### config.mk
export PLATFORM = sky130hd
export DESIGN_NAME = wb_arbiter_flat
export DESIGN_NICKNAME = d
export VERILOG_FILES = /design/src/rtl/wb_arb_pkg.sv /design/src/rtl/wb_arbiter_if.sv /design/src/rtl/wb_scoreboard.sv /design/src/rtl/wb_arbiter.sv /design/src/flat_wrapper.sv
export SDC_FILE = /design/constraint.sdc
export NUM_CORES = 1
export LEC_CHECK = 0
export CORE_UTILIZATION = 40
export CTS_BUF_LIST = sky130_fd_sc_hd__clkbuf_8 sky130_fd_sc_hd__clkbuf_16
export DETAILED_ROUTE_END_ITERATION = 12
export PLACE_DENSITY = 0.77
export SLEW_MARGIN = 25
export SYNTH_ARGS = -nofsm -noshare
export SYNTH_HDL_FRONTEND = slang
export SYNTH_SLANG_ARGS = --single-unit
### constraint.sdc
create_clock -name clk -period 1.5 [get_ports clk]
set_input_delay 0.225 -clock clk [delete_from_list [all_inputs] [get_ports clk]]
set_output_delay 0.225 -clock clk [all_outputs]
set_load 0.01 [all_outputs]
### src/rtl/wb_arb_pkg.sv
// Shared widths, FSM state type and LLU opcode classification for the
// register-file write-port arbiter.
package wb_arb_pkg;

    localparam int WB_ARB_DW = 16;
    localparam int WB_ARB_AW = 3;

    typedef enum logic {
        NORMAL = 1'b0,
        STEAL  = 1'b1
    } wb_arb_state_t;

    // Decode treats register-register ops with the MULDIV funct7 as LLU ops
    localparam logic [6:0] OPC_OP    = 7'b0110011;
    localparam logic [6:0] F7_MULDIV = 7'b0000001;
    localparam logic [2:0] F3_MUL    = 3'b000;
    localparam logic [2:0] F3_DIV    = 3'b100;
    localparam logic [2:0] F3_REM    = 3'b110;

    function automatic logic is_llu_op(input logic [6:0] opcode, input logic [6:0] funct7);
        return (opcode == OPC_OP) && (funct7 == F7_MULDIV);
    endfunction

endpackage

### src/rtl/wb_arbiter_if.sv
// Bus bundle between the WB stage, the LLU, decode and the register-file
// write port; the arbiter takes the slave side.
interface wb_arbiter_if
    import wb_arb_pkg::*;
#(
    parameter int DW = WB_ARB_DW,
    parameter int AW = WB_ARB_AW
) ();

    logic          wb_we_i;
    logic [AW-1:0] wb_addr_i;
    logic [DW-1:0] wb_data_i;

    logic          llu_valid_i;
    logic [AW-1:0] llu_addr_i;
    logic [DW-1:0] llu_data_i;
    logic          llu_ready_o;

    logic          iss_valid_i;
    logic [AW-1:0] iss_addr_i;
    logic [AW-1:0] rs_a_i;
    logic [AW-1:0] rs_b_i;
    logic [AW-1:0] rd_i;
    logic          hazard_o;
    logic          stall_o;

    logic          rf_we_o;
    logic [AW-1:0] rf_waddr_o;
    logic [DW-1:0] rf_wdata_o;

    modport slave (
        input  wb_we_i, wb_addr_i, wb_data_i,
        input  llu_valid_i, llu_addr_i, llu_data_i,
        output llu_ready_o,
        input  iss_valid_i, iss_addr_i, rs_a_i, rs_b_i, rd_i,
        output hazard_o, stall_o,
        output rf_we_o, rf_waddr_o, rf_wdata_o
    );

    modport master (
        output wb_we_i, wb_addr_i, wb_data_i,
        output llu_valid_i, llu_addr_i, llu_data_i,
        input  llu_ready_o,
        output iss_valid_i, iss_addr_i, rs_a_i, rs_b_i, rd_i,
        input  hazard_o, stall_o,
        input  rf_we_o, rf_waddr_o, rf_wdata_o
    );

endinterface

### src/rtl/wb_scoreboard.sv
// Pending-destination scoreboard for in-flight LLU ops with three-port hazard
// lookup. WB_ARB_FWD_EN hides the register whose LLU result is being written now.
module wb_scoreboard
    import wb_arb_pkg::*;
#(
    parameter int AW = WB_ARB_AW
) (
    input  logic          clk,
    input  logic          rst_n,
    input  logic          i_issValid,
    input  logic [AW-1:0] i_issAddr,
    input  logic          i_clrValid,
    input  logic [AW-1:0] i_clrAddr,
    input  logic [AW-1:0] i_rsA,
    input  logic [AW-1:0] i_rsB,
    input  logic [AW-1:0] i_rd,
    output logic          o_hazard
);

    localparam int NREG = 1 << AW;

    logic [NREG-1:0] r_pending;
    logic [NREG-1:0] w_setMask;
    logic [NREG-1:0] w_clrMask;
    logic [NREG-1:0] w_visible;

    always_comb begin
        w_setMask = '0;
        w_clrMask = '0;
        if (i_issValid) w_setMask[i_issAddr] = 1'b1;
        if (i_clrValid) w_clrMask[i_clrAddr] = 1'b1;
    end

    // Set is applied after clear so a same-cycle issue to the completing register survives
    always_ff @(posedge clk) begin
        if (!rst_n) r_pending <= '0;
        else        r_pending <= (r_pending & ~w_clrMask) | w_setMask;
    end

`ifdef WB_ARB_FWD_EN
    assign w_visible = r_pending & ~w_clrMask;
`else
    assign w_visible = r_pending;
`endif

    assign o_hazard = w_visible[i_rsA] | w_visible[i_rsB] | w_visible[i_rd];

endmodule

### src/rtl/wb_arbiter.sv
// Register-file write-port arbiter between WB and the long-latency unit, with
// starvation steal and LLU scoreboard. Optional macro: WB_ARB_FWD_EN.
module wb_arbiter
    import wb_arb_pkg::*;
#(
    parameter int STARVE_MAX = 4
) (
    input  logic         clk,
    input  logic         rst_n,
    wb_arbiter_if.slave  bus
);

    localparam int DW = WB_ARB_DW;
    localparam int AW = WB_ARB_AW;
    localparam logic [3:0] STARVE_LIMIT = 4'(STARVE_MAX);

    wb_arb_state_t r_state;
    logic [3:0]    r_waitCnt;
    logic          r_stall;
    logic          r_rfWe;
    logic [AW-1:0] r_rfWaddr;
    logic [DW-1:0] r_rfWdata;

    logic w_wbGrant;
    logic w_lluGrant;
    logic w_starve;
    logic w_hazard;

    // WB normally has priority; in STEAL the LLU wins and WB is ignored
    always_comb begin
        w_wbGrant  = 1'b0;
        w_lluGrant = 1'b0;
        if (rst_n) begin
            if (r_state == STEAL)  w_lluGrant = bus.llu_valid_i;
            else if (bus.wb_we_i)  w_wbGrant  = 1'b1;
            else                   w_lluGrant = bus.llu_valid_i;
        end
    end

    assign w_starve = (r_state == NORMAL) && (r_waitCnt >= STARVE_LIMIT) && !w_lluGrant;

    always_ff @(posedge clk) begin
        if (!rst_n) begin
            r_state   <= NORMAL;
            r_waitCnt <= '0;
            r_stall   <= 1'b0;
            r_rfWe    <= 1'b0;
            r_rfWaddr <= '0;
            r_rfWdata <= '0;
        end else begin
            r_rfWe <= w_wbGrant | w_lluGrant;
            if (w_lluGrant) begin
                r_rfWaddr <= bus.llu_addr_i;
                r_rfWdata <= bus.llu_data_i;
            end else if (w_wbGrant) begin
                r_rfWaddr <= bus.wb_addr_i;
                r_rfWdata <= bus.wb_data_i;
            end

            case (r_state)
                NORMAL: begin
                    if (w_starve) begin
                        r_state <= STEAL;
                        r_stall <= 1'b1;
                    end
                end
                STEAL: begin
                    r_state <= NORMAL;
                    r_stall <= 1'b0;
                end
                default: begin
                    r_state <= NORMAL;
                    r_stall <= 1'b0;
                end
            endcase

            if (w_lluGrant || r_state == STEAL)
                r_waitCnt <= '0;
            else if (bus.llu_valid_i && r_waitCnt != 4'hF)
                r_waitCnt <= r_waitCnt + 4'd1;
        end
    end

    wb_scoreboard #(.AW(AW)) u_scoreboard (
        .clk        (clk),
        .rst_n      (rst_n),
        .i_issValid (bus.iss_valid_i),
        .i_issAddr  (bus.iss_addr_i),
        .i_clrValid (w_lluGrant),
        .i_clrAddr  (bus.llu_addr_i),
        .i_rsA      (bus.rs_a_i),
        .i_rsB      (bus.rs_b_i),
        .i_rd       (bus.rd_i),
        .o_hazard   (w_hazard)
    );

    assign bus.llu_ready_o = w_lluGrant;
    assign bus.hazard_o    = w_hazard;
    assign bus.stall_o     = r_stall;
    assign bus.rf_we_o     = r_rfWe;
    assign bus.rf_waddr_o  = r_rfWaddr;
    assign bus.rf_wdata_o  = r_rfWdata;

endmodule
### src/flat_wrapper.sv
// flat-port wrapper written by rule: the top's interface ports become plain ports
module wb_arbiter_flat import wb_arb_pkg::*;
#(
    parameter int STARVE_MAX = 4
)
  (clk, rst_n, bus_wb_we_i, bus_wb_addr_i, bus_wb_data_i, bus_llu_valid_i, bus_llu_addr_i, bus_llu_data_i, bus_llu_ready_o, bus_iss_valid_i, bus_iss_addr_i, bus_rs_a_i, bus_rs_b_i, bus_rd_i, bus_hazard_o, bus_stall_o, bus_rf_we_o, bus_rf_waddr_o, bus_rf_wdata_o);
  wb_arbiter_if bus_i ();
  input  logic clk;
  input  logic rst_n;
  input wire logic [$bits(bus_i.wb_we_i)-1:0] bus_wb_we_i;
  input wire logic [$bits(bus_i.wb_addr_i)-1:0] bus_wb_addr_i;
  input wire logic [$bits(bus_i.wb_data_i)-1:0] bus_wb_data_i;
  input wire logic [$bits(bus_i.llu_valid_i)-1:0] bus_llu_valid_i;
  input wire logic [$bits(bus_i.llu_addr_i)-1:0] bus_llu_addr_i;
  input wire logic [$bits(bus_i.llu_data_i)-1:0] bus_llu_data_i;
  output wire logic [$bits(bus_i.llu_ready_o)-1:0] bus_llu_ready_o;
  input wire logic [$bits(bus_i.iss_valid_i)-1:0] bus_iss_valid_i;
  input wire logic [$bits(bus_i.iss_addr_i)-1:0] bus_iss_addr_i;
  input wire logic [$bits(bus_i.rs_a_i)-1:0] bus_rs_a_i;
  input wire logic [$bits(bus_i.rs_b_i)-1:0] bus_rs_b_i;
  input wire logic [$bits(bus_i.rd_i)-1:0] bus_rd_i;
  output wire logic [$bits(bus_i.hazard_o)-1:0] bus_hazard_o;
  output wire logic [$bits(bus_i.stall_o)-1:0] bus_stall_o;
  output wire logic [$bits(bus_i.rf_we_o)-1:0] bus_rf_we_o;
  output wire logic [$bits(bus_i.rf_waddr_o)-1:0] bus_rf_waddr_o;
  output wire logic [$bits(bus_i.rf_wdata_o)-1:0] bus_rf_wdata_o;
  assign bus_i.wb_we_i = bus_wb_we_i;
  assign bus_i.wb_addr_i = bus_wb_addr_i;
  assign bus_i.wb_data_i = bus_wb_data_i;
  assign bus_i.llu_valid_i = bus_llu_valid_i;
  assign bus_i.llu_addr_i = bus_llu_addr_i;
  assign bus_i.llu_data_i = bus_llu_data_i;
  assign bus_llu_ready_o = bus_i.llu_ready_o;
  assign bus_i.iss_valid_i = bus_iss_valid_i;
  assign bus_i.iss_addr_i = bus_iss_addr_i;
  assign bus_i.rs_a_i = bus_rs_a_i;
  assign bus_i.rs_b_i = bus_rs_b_i;
  assign bus_i.rd_i = bus_rd_i;
  assign bus_hazard_o = bus_i.hazard_o;
  assign bus_stall_o = bus_i.stall_o;
  assign bus_rf_we_o = bus_i.rf_we_o;
  assign bus_rf_waddr_o = bus_i.rf_waddr_o;
  assign bus_rf_wdata_o = bus_i.rf_wdata_o;
  wb_arbiter #(.STARVE_MAX(STARVE_MAX)) u_core (.clk(clk), .rst_n(rst_n), .bus(bus_i));
endmodule
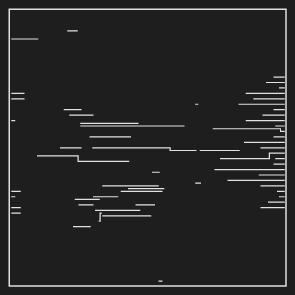
run_1/m3.png
Drawn at 4 px/micron.
wire length on this layer	403 microns
main direction	horizontal
share of all routed wire	7.1%
nets with wire on the layer	49
longest straight run	25.8 microns
routed wire length: 5710 microns
M3 GR Usage: 5.10%
detailed-route via count: 1976

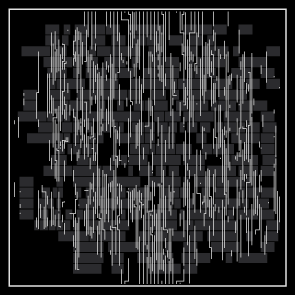
run_1/m2.png
Drawn at 4 px/micron.
longest straight run	36.0 microns
share of all routed wire	50%
nets with wire on the layer	295
wire length on this layer	2880 microns
main direction	vertical
M2 GR Usage: 42.9%

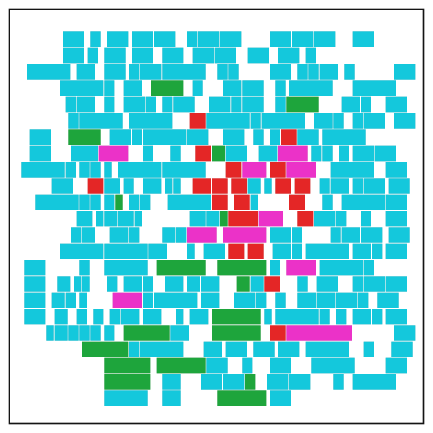
run_1/sizing.png
Drawn at 6 px/micron.
color	size	cells	share	most used
green	x2	18	6.2%	mux4_2
red	x3 and x4	20	6.9%	buf_4
magenta	x6 and larger	10	3.4%	clkbuf_8
cyan	x1 and smaller	243	84%	clkdlybuf4s50_1
number of buffers other than clock buffers in the final layout: 98
worst-case setup margin in the final layout: -0.193 ns
synthesis-to-layout area growth: 58.6%
Final Cell Area: 2830 sq um

==> run 1: worst max-delay path by stage <==
stage	end	start	slack, ns
global route	bus_hazard_o	u_core.u_scoreboard.r_pending[7]	-0.25
CTS	bus_hazard_o	u_core.u_scoreboard.r_pending[7]	-0.20
floorplan	bus_hazard_o	u_core.u_scoreboard.r_pending[7]	0.26
global placement	bus_hazard_o	bus_rs_a_i[2]	-0.68
finish	bus_hazard_o	u_core.u_scoreboard.r_pending[7]	-0.19
detailed placement	bus_hazard_o	bus_rd_i[1]	-0.74
==> run 1: per-layer routing <==
| metal | global-route usage, % | up-vias |
|---|---|---|
| li1 | - | 963 |
| met1 | 32.0 | 926 |
| met2 | 42.9 | 77 |
| met3 | 5.10 | 10 |
| met4 | 9.95 | 0 |
| met5 | 0 | - |
==> run notes, run 1 <==
Implementation status.

- The critical path runs through a total of 4 cells.
- The placement-stage worst setup slack is -0.740 ns.
- The accumulated negative setup slack is -0.193 ns.
- For this design, the sink count on the clock tree is 34.
- The share of final-layout standard cells stronger than drive strength 1 is 16.5%.
- The number of nets in the layout is 347.
- The count of pins over their slew limit is 0.
- The clock network latency to the later pin of the worst-skew pair is 0.29 ns.
- The average instance in the mapped netlist occupies 8.79 sq um.
- The number of flip-flops under the largest register name is 16.
- The net count entering floorplan is 259.
- The worst setup path is launched from a flip-flop.
- The async set-or-reset flop fraction in the synthesized netlist is 0%.
- From left edge to right edge, the die measures 68.8 microns.
- Across all register-to-register paths, the minimum setup slack is 0.14 ns.
- The number of placed instances, taps included, is 334.
- Sequential power for this build is 994 uW.
- The logic area is 1010 sq um.
- The number of flops mapped to enable cells by yosys is 0.
- The top-level I/O count is 78.
- The effective utilization at floorplan is 43.1%.
- The post-route minimum period is 1.69 ns.
- The number of buffers created by CTS is 5.
- The H-tree was split into 2 levels.
- Entering global routing, the biggest net connects 29 pins.
- At the pin with the least slew margin, the transition time is 0.391 ns.
- The internal power is 1.81 mW.
- The required arrival time at the worst endpoint is 1.27 ns.
- The synthesized-area fraction occupied by ao, oa, aoi and oai cells is 24.8%.
- The total number of multi-input combinational cells is 146.
- The number of antenna violations at the first check in global routing is 0.
- The layout report lists the combined flip-flop and latch area as 686 sq um.
- The routed length on met3 is 403 microns.
- The initial DRC count is 139.
- Per the post-synthesis report, the number of cells in the design is 203.
- Once detailed placement completed, the half-perimeter wirelength came to 4180 microns.
- The number of detailed-routing iterations run before antenna repair is 4.
- The commonest cells after synthesis are sky130_fd_sc_hd__dfxtp_1, sky130_fd_sc_hd__nand3_1, sky130_fd_sc_hd__a311oi_1, sky130_fd_sc_hd__nor3_1, sky130_fd_sc_hd__a21oi_1.
- Multi-input logic gates represent a cell area share of 35.6%.
- The final RePlAce weighted congestion is 0.790.
- The number of inserted filler cells in the final layout is 359.
- The script reports the combined buffer and inverter count of the critical path as 1.
- The timing report shows that the slowest cell on the worst path is sky130_fd_sc_hd__mux4_2.
- The launch point of the worst min-delay path is recorded as u_core.bus.stall_o.
- The power report lists the clock group at 845 uW.
- The dominant delay contributor by cell family on the critical path is multiplexers.
- The cell taking the most area after synthesis is sky130_fd_sc_hd__dfxtp_1.
- The critical path is of the reg2out type.
- The routed wire length on met2 is 2880 microns.
- The worst setup skew after layout is 0.0123 ns.
- The post-route DRC violation count is 0.
- The post-layout instance count excluding filler cells is 341.
- The buffers inserted during post-CTS setup optimization is 0.
- Endpoints with negative setup slack in the final report add up to 1.
- Using the TritonRoute via totals, the vias-per-cell ratio works out to 5.79.
- The report puts the hold buffer count at CTS at 0.
- The worst slew slack as a fraction of its limit is 73.6%.
- After synthesis the cells add up to 1780 sq um.
- For this run, the leading register cell type out of synthesis is sky130_fd_sc_hd__dfxtp_1.
- The antenna violation net count after detailed routing is 0.
- Sequential cells make up 24.2% of the cell area.
- Post-CTS repair changed the size of 13 cells.
- The well tap count is 50.
- Per the OpenROAD power report, switching power amounts to 584 uW.
- The upper clock frequency limit is 0.591 GHz.
- The top-area cell type share of the netlist area is 38.1%.
- Counting the inverters off the clock network in the layout gives 6.
- The portion of synthesized area spent on multiplexers is 9.26%.
- The run finished, with violations left.
- The routed length on met1 is 2330 microns.
- By area, the class that comes first in the final layout consists of combinational gates.
- The final hold slack is 0.464 ns.
- The number of cells on the worst reg-to-reg path is 4.
- The cell-mix breakdown from Yosys lists the XOR/XNOR area share as 0%.
- Combinational logic is responsible for 23.2% of the overall power.
- Per the synthesis report, the simple-gate share of the synthesized area is 20.2%.
- The part of the cycle the worst path needs is 113%.
- The via count of the first global-routing pass is 1925.
- The cell sequence reported for the critical path is mux4_2 > mux2i_1 > nand3_1 > buf_2.
- The layout has 6 clock buffers.
- Across all setup checks in the final design, the least slack found is -0.193 ns.
- The initialized floorplan defines 23 standard-cell rows.
- The instance count along the most critical hold path is 2.
- Per the Yosys statistics, synthesis produced 203 cells.
- The sort of element at the end of the critical path is an output pin.
- The first global-routing pass estimated 8850 microns of wire.
- The logs give a warning total of 28.
- Ranked by power, first place goes to registers.
- Grouping non-sequential cells by family puts the most area in AND-OR/OR-AND gates.
- TritonCTS built the clock tree.
- In this run the maximum-capacitance check reported violations numbering 0.
- The final reports fail on negative setup slack.
- The clock-pin slew on the worst setup and hold paths is 0.07 ns.
- Measured on the final layout, the clock distribution area share stands at 3.98%.
- Once placement finished, the instance area stood at 2690 sq um.
- As logged by OpenROAD, the buffers inserted on ports number 77.
- Dividing the detail-routed wire length by the instance count gives 16.7 microns.
- The die extent in y is 68.8 microns.
- In the post-synthesis netlist, the biggest area contributors are sky130_fd_sc_hd__dfxtp_1, sky130_fd_sc_hd__a311oi_1, sky130_fd_sc_hd__mux4_2.
- The analysis reports a worst IR drop on VDD of 0.000672 V.
- The sequential element share of the synthesized area is 38.1%.
- The aggregate global routing overflow is 0.
- The CTS root buffer is sky130_fd_sc_hd__clkbuf_8.
- The synthesis stat section lists a flop and latch total of 34.
- The portion of the layout cell area used by non-clock buffers is 33.2%.
- The top routing layer in use is met4.
- At the end of the flow the core is filled with cells to 68.3%.
- The yosys stat chip area is 1780 sq um.
- The reported leakage power is 1.01 nW.
- The Yosys step of the flow raised 0 warnings.
- The stage delay of the slowest cell on the critical path is 0.47 ns.
- The power in combinational cells is 555 uW.
- The design draws 2.40 mW.
- In the hold report, the worst path ends at u_core.bus.stall_o.
- The chip occupies 4730 sq um.
==> run 2: changes to the inputs <==
--- a/config.mk
+++ b/config.mk
@@ -8,6 +8,7 @@
 export CORE_UTILIZATION = 40
 export CTS_BUF_LIST = sky130_fd_sc_hd__clkbuf_8 sky130_fd_sc_hd__clkbuf_16
 export DETAILED_ROUTE_END_ITERATION = 12
+export HOLD_SLACK_MARGIN = 0.03
 export PLACE_DENSITY = 0.77
 export SLEW_MARGIN = 25
 export SYNTH_ARGS = -nofsm -noshare
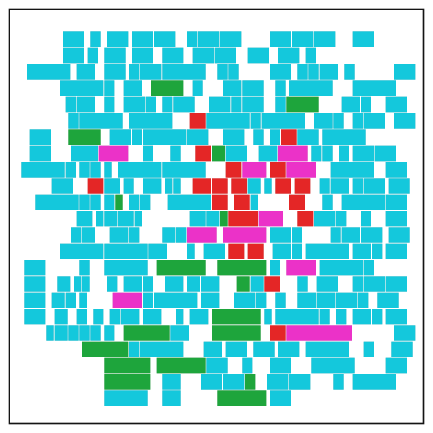
run_2/sizing.png
Drawn at 6 px/micron.
color	size	cells	share	most used
green	x2	18	6.2%	mux4_2
cyan	x1 and smaller	243	84%	clkdlybuf4s50_1
magenta	x6 and larger	10	3.4%	clkbuf_8
red	x3 and x4	20	6.9%	buf_4

==> run 2 against run 1 <==
Compared with the run above:
- the flow still finishes with violations (negative setup slack)
- critical endpoint unchanged
- non-clock buffer count is the same
- final cell count is the same
- via count is the same
- sequential share of layout area is the same
- largest power group unchanged
- sequential power is essentially flat
- first-iteration DRC count is the same
- register-to-register slack is essentially flat
- final area is the same
- die area is the same
- power is the same
==> run notes, run 2 <==
Implementation status.

- The die extent in y is 68.8 microns.
- The cell count after synthesis came out at 203.
- The cell area that synthesis handed to floorplanning was 1780 sq um.
- The number of flops mapped to enable cells by yosys is 0.
- The tool flagged a number of max-cap violations equal to 0.
- According to the floorplan log, the row count is 23.
- Final hold analysis gives a worst-case slack of 0.464 ns.
- The global-route met3 utilization is 5.10%.
- Clock tree synthesis inserted a total of 5 buffers.
- The CTS root buffer is sky130_fd_sc_hd__clkbuf_8.
- The final cell area excluding filler cells is 2830 sq um.
- For this design, the slowest cell found on the critical path is sky130_fd_sc_hd__mux4_2.
- Sequential power for this build is 994 uW.
- The total overflow left after global routing is 0.
- The dominant register cell in the synthesized netlist is sky130_fd_sc_hd__dfxtp_1.
- The internal reg-to-reg setup slack is 0.14 ns.
- The sequential element share of the synthesized area is 38.1%.
- The final RePlAce weighted congestion is 0.790.
- The net count entering floorplan is 259.
- In the per-layer breakdown of the detailed-route log, met1 shows 2330 microns.
- The flow reports that combinational logic draws 23.2% of the design power.
- After detailed routing, the number of vias per cell comes to 5.79.
- The hold path endpoint is u_core.bus.stall_o.
- The critical path in the final layout is reported with a setup slack of -0.193 ns.
- The accumulated negative setup slack is -0.193 ns.
- The power in combinational cells is 555 uW.
- The critical path endpoint has a required time of 1.27 ns.
- OpenROAD reports that the post-layout worst path occupies 113% of the period.
- The detailed router reported a total wirelength of 5710 microns.
- The number of flip-flops under the largest register name is 16.
- In the final layout, the share of cells above drive strength 1 is 16.5%.
- The iteration count recorded for the first detailed-route pass is 4.
- For this run, global-route usage on met2 was measured as 42.9%.
- The routed design could run at a clock period as short as 1.69 ns.
- For reference, the top cells by area after synthesis are sky130_fd_sc_hd__dfxtp_1, sky130_fd_sc_hd__a311oi_1, sky130_fd_sc_hd__mux4_2.
- The first-pass GRT wire length is 8850 microns.
- A synthesized cell averages 8.79 sq um.
- Ranked by power, first place goes to registers.
- Once iteration 0 of detailed routing completed, the report listed 139 DRC markers.
- The design draws 2.40 mW.
- Walking the critical path from launch to capture passes 4 cell instances.
- The area recorded from the Yosys report for this design is 1780 sq um.
- The worst slew slack as a fraction of its limit is 73.6%.
- The checks that failed: negative setup slack.
- The origin of the worst min-delay path is u_core.bus.stall_o.
- The post-CTS hold buffer count recorded in the log is 0.
- Synthesis inferred 34 register bits.
- Compared with the post-synthesis result, the final layout area differs by 58.6%.
- CTS built an H-tree with a depth of 2.
- Per the post-run analysis, buffers plus inverters along the critical path come to 1.
- The pin closest to its max-slew limit shows a slew of 0.391 ns.
- The stage delay of the slowest cell on the critical path is 0.47 ns.
- Setup slack on the worst path after placement came out at -0.740 ns.
- By count the netlist is led by sky130_fd_sc_hd__dfxtp_1, sky130_fd_sc_hd__nand3_1, sky130_fd_sc_hd__a311oi_1, sky130_fd_sc_hd__nor3_1, sky130_fd_sc_hd__a21oi_1.
- The routed design uses 403 microns of met3 wire.
- Per STA, the startpoint of the critical path is u_core.u_scoreboard.r_pending[7].
- The destination of the critical timing path is bus_hazard_o.
- The via count is 1976.
- The upper clock frequency limit is 0.591 GHz.
- The post-route DRC violation count is 0.
- Per the placement log, port buffering inserted 77 buffers.
- 78 I/O pins were placed.
- The TritonCTS clock tree is done.
- The met1 global-route usage is 32.0%.
- STA classifies the critical path startpoint as a flip-flop.
- The warning total across the stage logs is 28.
- The leakage power in the latest report is 1.01 nW.
- The instance count along the most critical hold path is 2.
- The via count of the first global-routing pass came to 1925.
- The largest vdd supply drop is 0.000672 V.
- The effective utilization at floorplan is 43.1%.
- The busiest metal layer after global routing is met2.
- The clock arrives with 0.0123 ns of skew.
- The count of clock tree sinks is 34.
- The top-area cell type share of the netlist area is 38.1%.
- The number of antenna violations at the first check in global routing is 0.
- The highest metal layer carrying signal wires in the routed design is met4.
- The critical setup path kind is reg2out.
- The buffers inserted during post-CTS setup optimization is 0.
- The sort of element at the end of the critical path is an output pin.
- The clock reaches the later pin of the worst-skew pair after 0.29 ns.
- The async set-or-reset flop fraction in the synthesized netlist is 0%.
- The total cells reported by yosys after synthesis is 203.
- Per the detailed placement report, the placed cell area equals 2690 sq um.
- Counting the warning lines in the Yosys log gives 0.
- The antenna violation net count after detailed routing is 0.
- The post-layout instance count excluding filler cells is 341.
- The maximum number of pins on one net before global-route repair is 29.
- The end-of-flow timing check tallies setup violations at 1.
- The cell total after placement is 334.
- The run finished, with violations left.
- After floorplanning, the die was sized to cover 4730 sq um.
- The number of cells on the worst reg-to-reg path is 4.
- The number of nets in the layout is 347.
- Listed in order, past its start point the critical path passes mux4_2 > mux2i_1 > nand3_1 > buf_2.
- The die width is 68.8 microns.
- Pins over their slew limit in the final report were tallied at 0.
- The dominant delay contributor by cell family on the critical path is multiplexers.
- In the CTS report, the clock slew at the register clock pins of the worst setup and hold paths is listed as 0.07 ns.
- The internal power is 1.81 mW.
- In the placement report, post-DP HPWL is listed as 4180 microns.
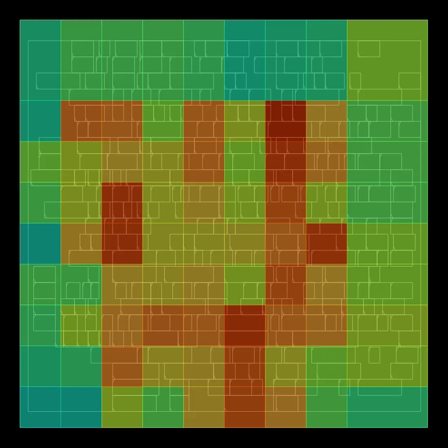
run_2/congestion_map.png
WL/cell: 16.7 microns
final core area utilization: 68.3%

## run 2: layout make-up
class / count / area, sq um
sequential: 34 / 686
fill: 359 / 1310
timing repair buffer: 98 / 938
multi-input combinational: 146 / 1010
clock inverter: 1 / 30.0
tap: 50 / 62.6
clock buffer: 6 / 82.6
inverter: 6 / 22.5
## run 2: cells by family after synthesis
logic type | count (synthesis) | synth area share, %
AND-OR/OR-AND | 66 | 24.8
multiplexers | 9 | 9.26
adder cells (fa/ha/maj) | 1 | 0.701
AND/OR/NAND/NOR | 70 | 20.2
flip-flops | 34 | 38.1
buffers and inverters | 23 | 6.94
## run 2: what timing repair did
action	CTS	global route
resized	13	7
pin swaps	1	0
setup endpoints to repair	2	12
==> run 3: changes to the inputs <==
--- a/config.mk
+++ b/config.mk
@@ -10,6 +10,7 @@
 export DETAILED_ROUTE_END_ITERATION = 12
 export HOLD_SLACK_MARGIN = 0.03
 export PLACE_DENSITY = 0.77
+export SKIP_CTS_REPAIR_TIMING = 1
 export SLEW_MARGIN = 25
 export SYNTH_ARGS = -nofsm -noshare
 export SYNTH_HDL_FRONTEND = slang
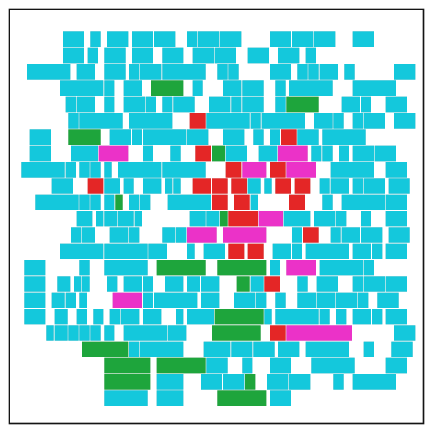
run_3/sizing.png
Drawn at 6 px/micron.
worst-case setup margin in the final layout: -0.198 ns
Final Cell Area: 2850 sq um
synthesis-to-layout area growth: 59.5%

==> run 3 against run 2 <==
Compared with the run above:
- critical path type unchanged
- final area grew 0.57%
- global-route usage is essentially flat
- setup slack worse by 0.0056 ns
- sequential power about the same
- critical endpoint unchanged
- combinational power up 0.7%
- area after synthesis is the same
- the flow still finishes with violations (negative setup slack)
- flip-flop count did not move
==> run notes, run 3 <==
Implementation status.

- The flow ran to the end, but the final reports show violations.
- The checks that failed: negative setup slack.
- The TritonCTS clock tree is done.
- The worst pin sits at a relative slew slack of 74.0%.
- The worst-margin pin slew is 0.385 ns.
- The critical setup path kind is reg2out.
- The top routing layer in use is met4.
- The number of flops mapped to enable cells by yosys is 0.
- The DRC violation total left in the routed layout is recorded as 0.
- The cell total after placement is 334.
- The total number of yosys warnings is 0.
- The internal reg-to-reg setup slack is 0.16 ns.
- The number of hold violations in the final report is 0.
- Traced cell by cell, the critical path runs through mux4_2 > mux2i_1 > nand3_1 > clkbuf_2.
- In this run, power in the clock network comes to 844 uW.
- The cell taking the most area after synthesis is sky130_fd_sc_hd__dfxtp_1.
- The number of cells on the worst reg-to-reg path is 4.
- Routing resource usage on met3 recorded by global route was 5.10%.
- Before antenna repair, the detailed router went through 4 iterations.
- TritonCTS created 5 clock buffers.
- The synthesized netlist occupies a cell area of 1780 sq um.
- The destination of the critical timing path is bus_hazard_o.
- The hold path endpoint is u_core.bus.stall_o.
- The dominant power group is registers.
- The effective utilization at floorplan is 43.1%.
- The dominant register cell in the synthesized netlist is sky130_fd_sc_hd__dfxtp_1.
- The reported leakage power is 1.06 nW.
- The congestion estimate from routability-driven global placement came to 0.790.
- Yosys reported that registers with async set or reset make up 0%.
- The highest supply drop recorded on VDD is 0.000674 V.
- Of the total power, registers draw 41.5%.
- The buffers plus inverters on the worst setup path is 1.
- In this run the core area contains 23 standard-cell rows.
- The final hold slack is 0.466 ns.
- The top cell types in the final layout, fill and taps aside, are sky130_fd_sc_hd__clkdlybuf4s50_1, sky130_fd_sc_hd__dfxtp_1, sky130_fd_sc_hd__nand3_1.
- The warning total across the stage logs is 27.
- Leaving out filler cells and counting taps, the final layout contains 341.
- The total overflow left after global routing is 0.
- In the routed layout, each cell is associated on average with a via count of 5.87.
- The first-pass GRT wire length is 8870 microns.
- The instance area after placement is 2690 sq um.
- The floorplan step set the die height to 68.8 microns.
- The number of diodes added for antenna fixing is 0.
- The clock-pin slew on the worst setup and hold paths is 0.07 ns.
- The internal portion of the total power is 1.81 mW.
- Setup repair after global routing could not meet its margin everywhere.
- Per the log, the first TritonRoute iteration ended with a DRC count of 125.
- The top-level I/O count is 78.
- Counting instances, the worst hold path has a depth of 2.
- Yosys reports that the most numerous cell types are sky130_fd_sc_hd__dfxtp_1, sky130_fd_sc_hd__nand3_1, sky130_fd_sc_hd__a311oi_1, sky130_fd_sc_hd__nor3_1, sky130_fd_sc_hd__a21oi_1.
- In the synthesized netlist, the number of instances is 203.
- The detail route stage leaves a number of antenna-violating nets equal to 0.
- The final setup violation count is 1.
- The chip occupies 4730 sq um.
- The post-route minimum period is 1.70 ns.
- The number of buffers between clock root and the deepest sink is 2.
- The launching element type of the critical path is a flip-flop.
- From left edge to right edge, the die measures 68.8 microns.
- The count of clock tree sinks is 34.
- The number of cells reported by Yosys stat comes to 203.
- Looking at the gate-level netlist, the highest instance count belongs to sky130_fd_sc_hd__dfxtp_1.
- The number of register bits inferred by synthesis is 34.
- The number of inserted filler cells in the final layout is 352.
- Input and output buffers added on the ports amount to 77.
- The routed layout has 2003 vias.
- The worst-path cell with the longest stage delay is sky130_fd_sc_hd__mux4_2.
- The number of violations of the max-capacitance limit is 0.
- The register with the most flip-flops in the layout has 16 of them.
- The average cell area after synthesis is 8.79 sq um.
- For this run, the post-layout net count is 347.
- STA classifies the critical path endpoint as an output pin.
- The worst min-delay path category is reg2reg.
- The critical path depth is 4.
- In this run the power density over the cells is 842 nW/um^2.
- The sequential element share of the synthesized area is 38.1%.
- The sequential cell power is 994 uW.
- In the Yosys stats the netlist draws on 33 distinct library cells.
- The critical path endpoint has a required time of 1.27 ns.
- Across all setup checks in the final design, the least slack found is -0.198 ns.
- The share of total power dissipated in the clock network is 35.2%.
- Wires add up to 5750 microns.
- The clock arrives with 0.0111 ns of skew.
- The placement-stage worst setup slack is -0.740 ns.
- The HPWL after detailed placement is 4180 microns.
- The met1 global-route usage is 32.0%.
- The power report lists the combinational group at 559 uW.
- The core box area is 4140 sq um.
- The clock network latency to the later pin of the worst-skew pair is 0.29 ns.
- Per STA, the highest per-stage delay on the worst path measures 0.48 ns.
- The H-tree depth is 2.
- The start point of the critical path is u_core.u_scoreboard.r_pending[3].
- The routed design uses 2890 microns of met2 wire.
- The switching part of the total power is 24.3%.
- The layout summary lists the proportion of cells stronger than drive strength 1 as 16.2%.
- Total power for the finished layout comes to 2.40 mW.
- The most common cell after layout, fill and taps aside is sky130_fd_sc_hd__clkdlybuf4s50_1.
- The routed length on met1 is 2390 microns.
- The launch point of the worst reg-to-reg path is u_core.r_state.
- Entering global routing, the biggest net connects 29 pins.
- Among cell families on the critical path, the largest total delay comes from multiplexers.
- The part of the cycle the worst path needs is 113%.
- On the critical path the data arrives at 1.47 ns.
- The capture instance of the worst register-to-register path is u_core.u_scoreboard.r_pending[7].
- Looking at the power breakdown, combinational cells take 23.3% of the total.
- Per the OpenROAD power report, switching power amounts to 583 uW.
- CTS placed an instance of sky130_fd_sc_hd__clkbuf_8 at the clock tree root.
- Based on the critical path, the design can be clocked at up to 0.589 GHz.
- Setup total negative slack on the finished layout was measured at -0.198 ns.
- The via count of the first global-routing pass is 1930.
- After detailed routing, the met3 layer carries 370 microns of wire.
- The count of pins over their slew limit is 0.
- After synthesis, the chip area reported by Yosys is 1780 sq um.
- The origin of the worst min-delay path is u_core.bus.stall_o.
- The routed design shows a wire length per standard cell of 16.9 microns.
- The share of synthesized area in the top cell type comes to 38.1%.
- The critical-path maximum fanout is 4.
- The number of antenna violations at the first check in global routing came to 0.
- The number of nets handed over by synthesis was 259.
- After synthesis, the cell types taking the most area are sky130_fd_sc_hd__dfxtp_1, sky130_fd_sc_hd__a311oi_1, sky130_fd_sc_hd__mux4_2.
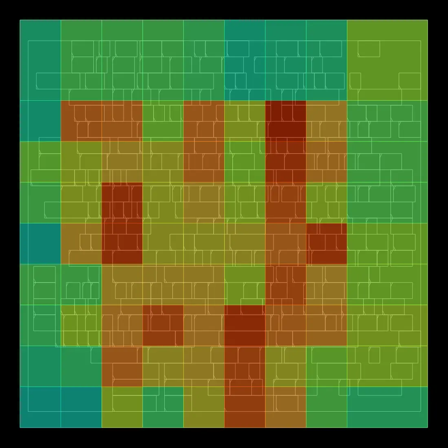
run_3/congestion_map.png
M2 GR Usage: 43.0%
Total GRT Usage: 25.6%
final core area utilization: 68.7%
Top Usage Layer GRT: met2

-- run 3: cell counts after synthesis --
Identical to the previous run, type by type.
-- run 3: logic make-up (layout without fill, tap and decap cells) --
group | after synthesis | count (layout) | synth area share [%]
and+or+nand+nor | 70 | 70 | 20.2
AOI/OAI and AO/OA | 66 | 66 | 24.8
DFF | 34 | 34 | 38.1
buffers and inverters | 23 | 111 | 6.94
muxes | 9 | 9 | 9.26
adders and majority gates | 1 | 1 | 0.701
-- run 3: layout make-up --
cell class / instances / area, sq um / area share [%]
Multi-Input combinational cell: 146 / 1010 / 35.4
Timing Repair Buffer: 98 / 956 / 33.6
Sequential cell: 34 / 684 / 24.0
Clock buffer: 6 / 82.6 / 2.90
Tap cell: 50 / 62.6 / 2.20
Clock inverter: 1 / 30.0 / 1.05
Inverter: 6 / 22.5 / 0.791
No activity file was given, so power comes from the tool's default toggle rates.
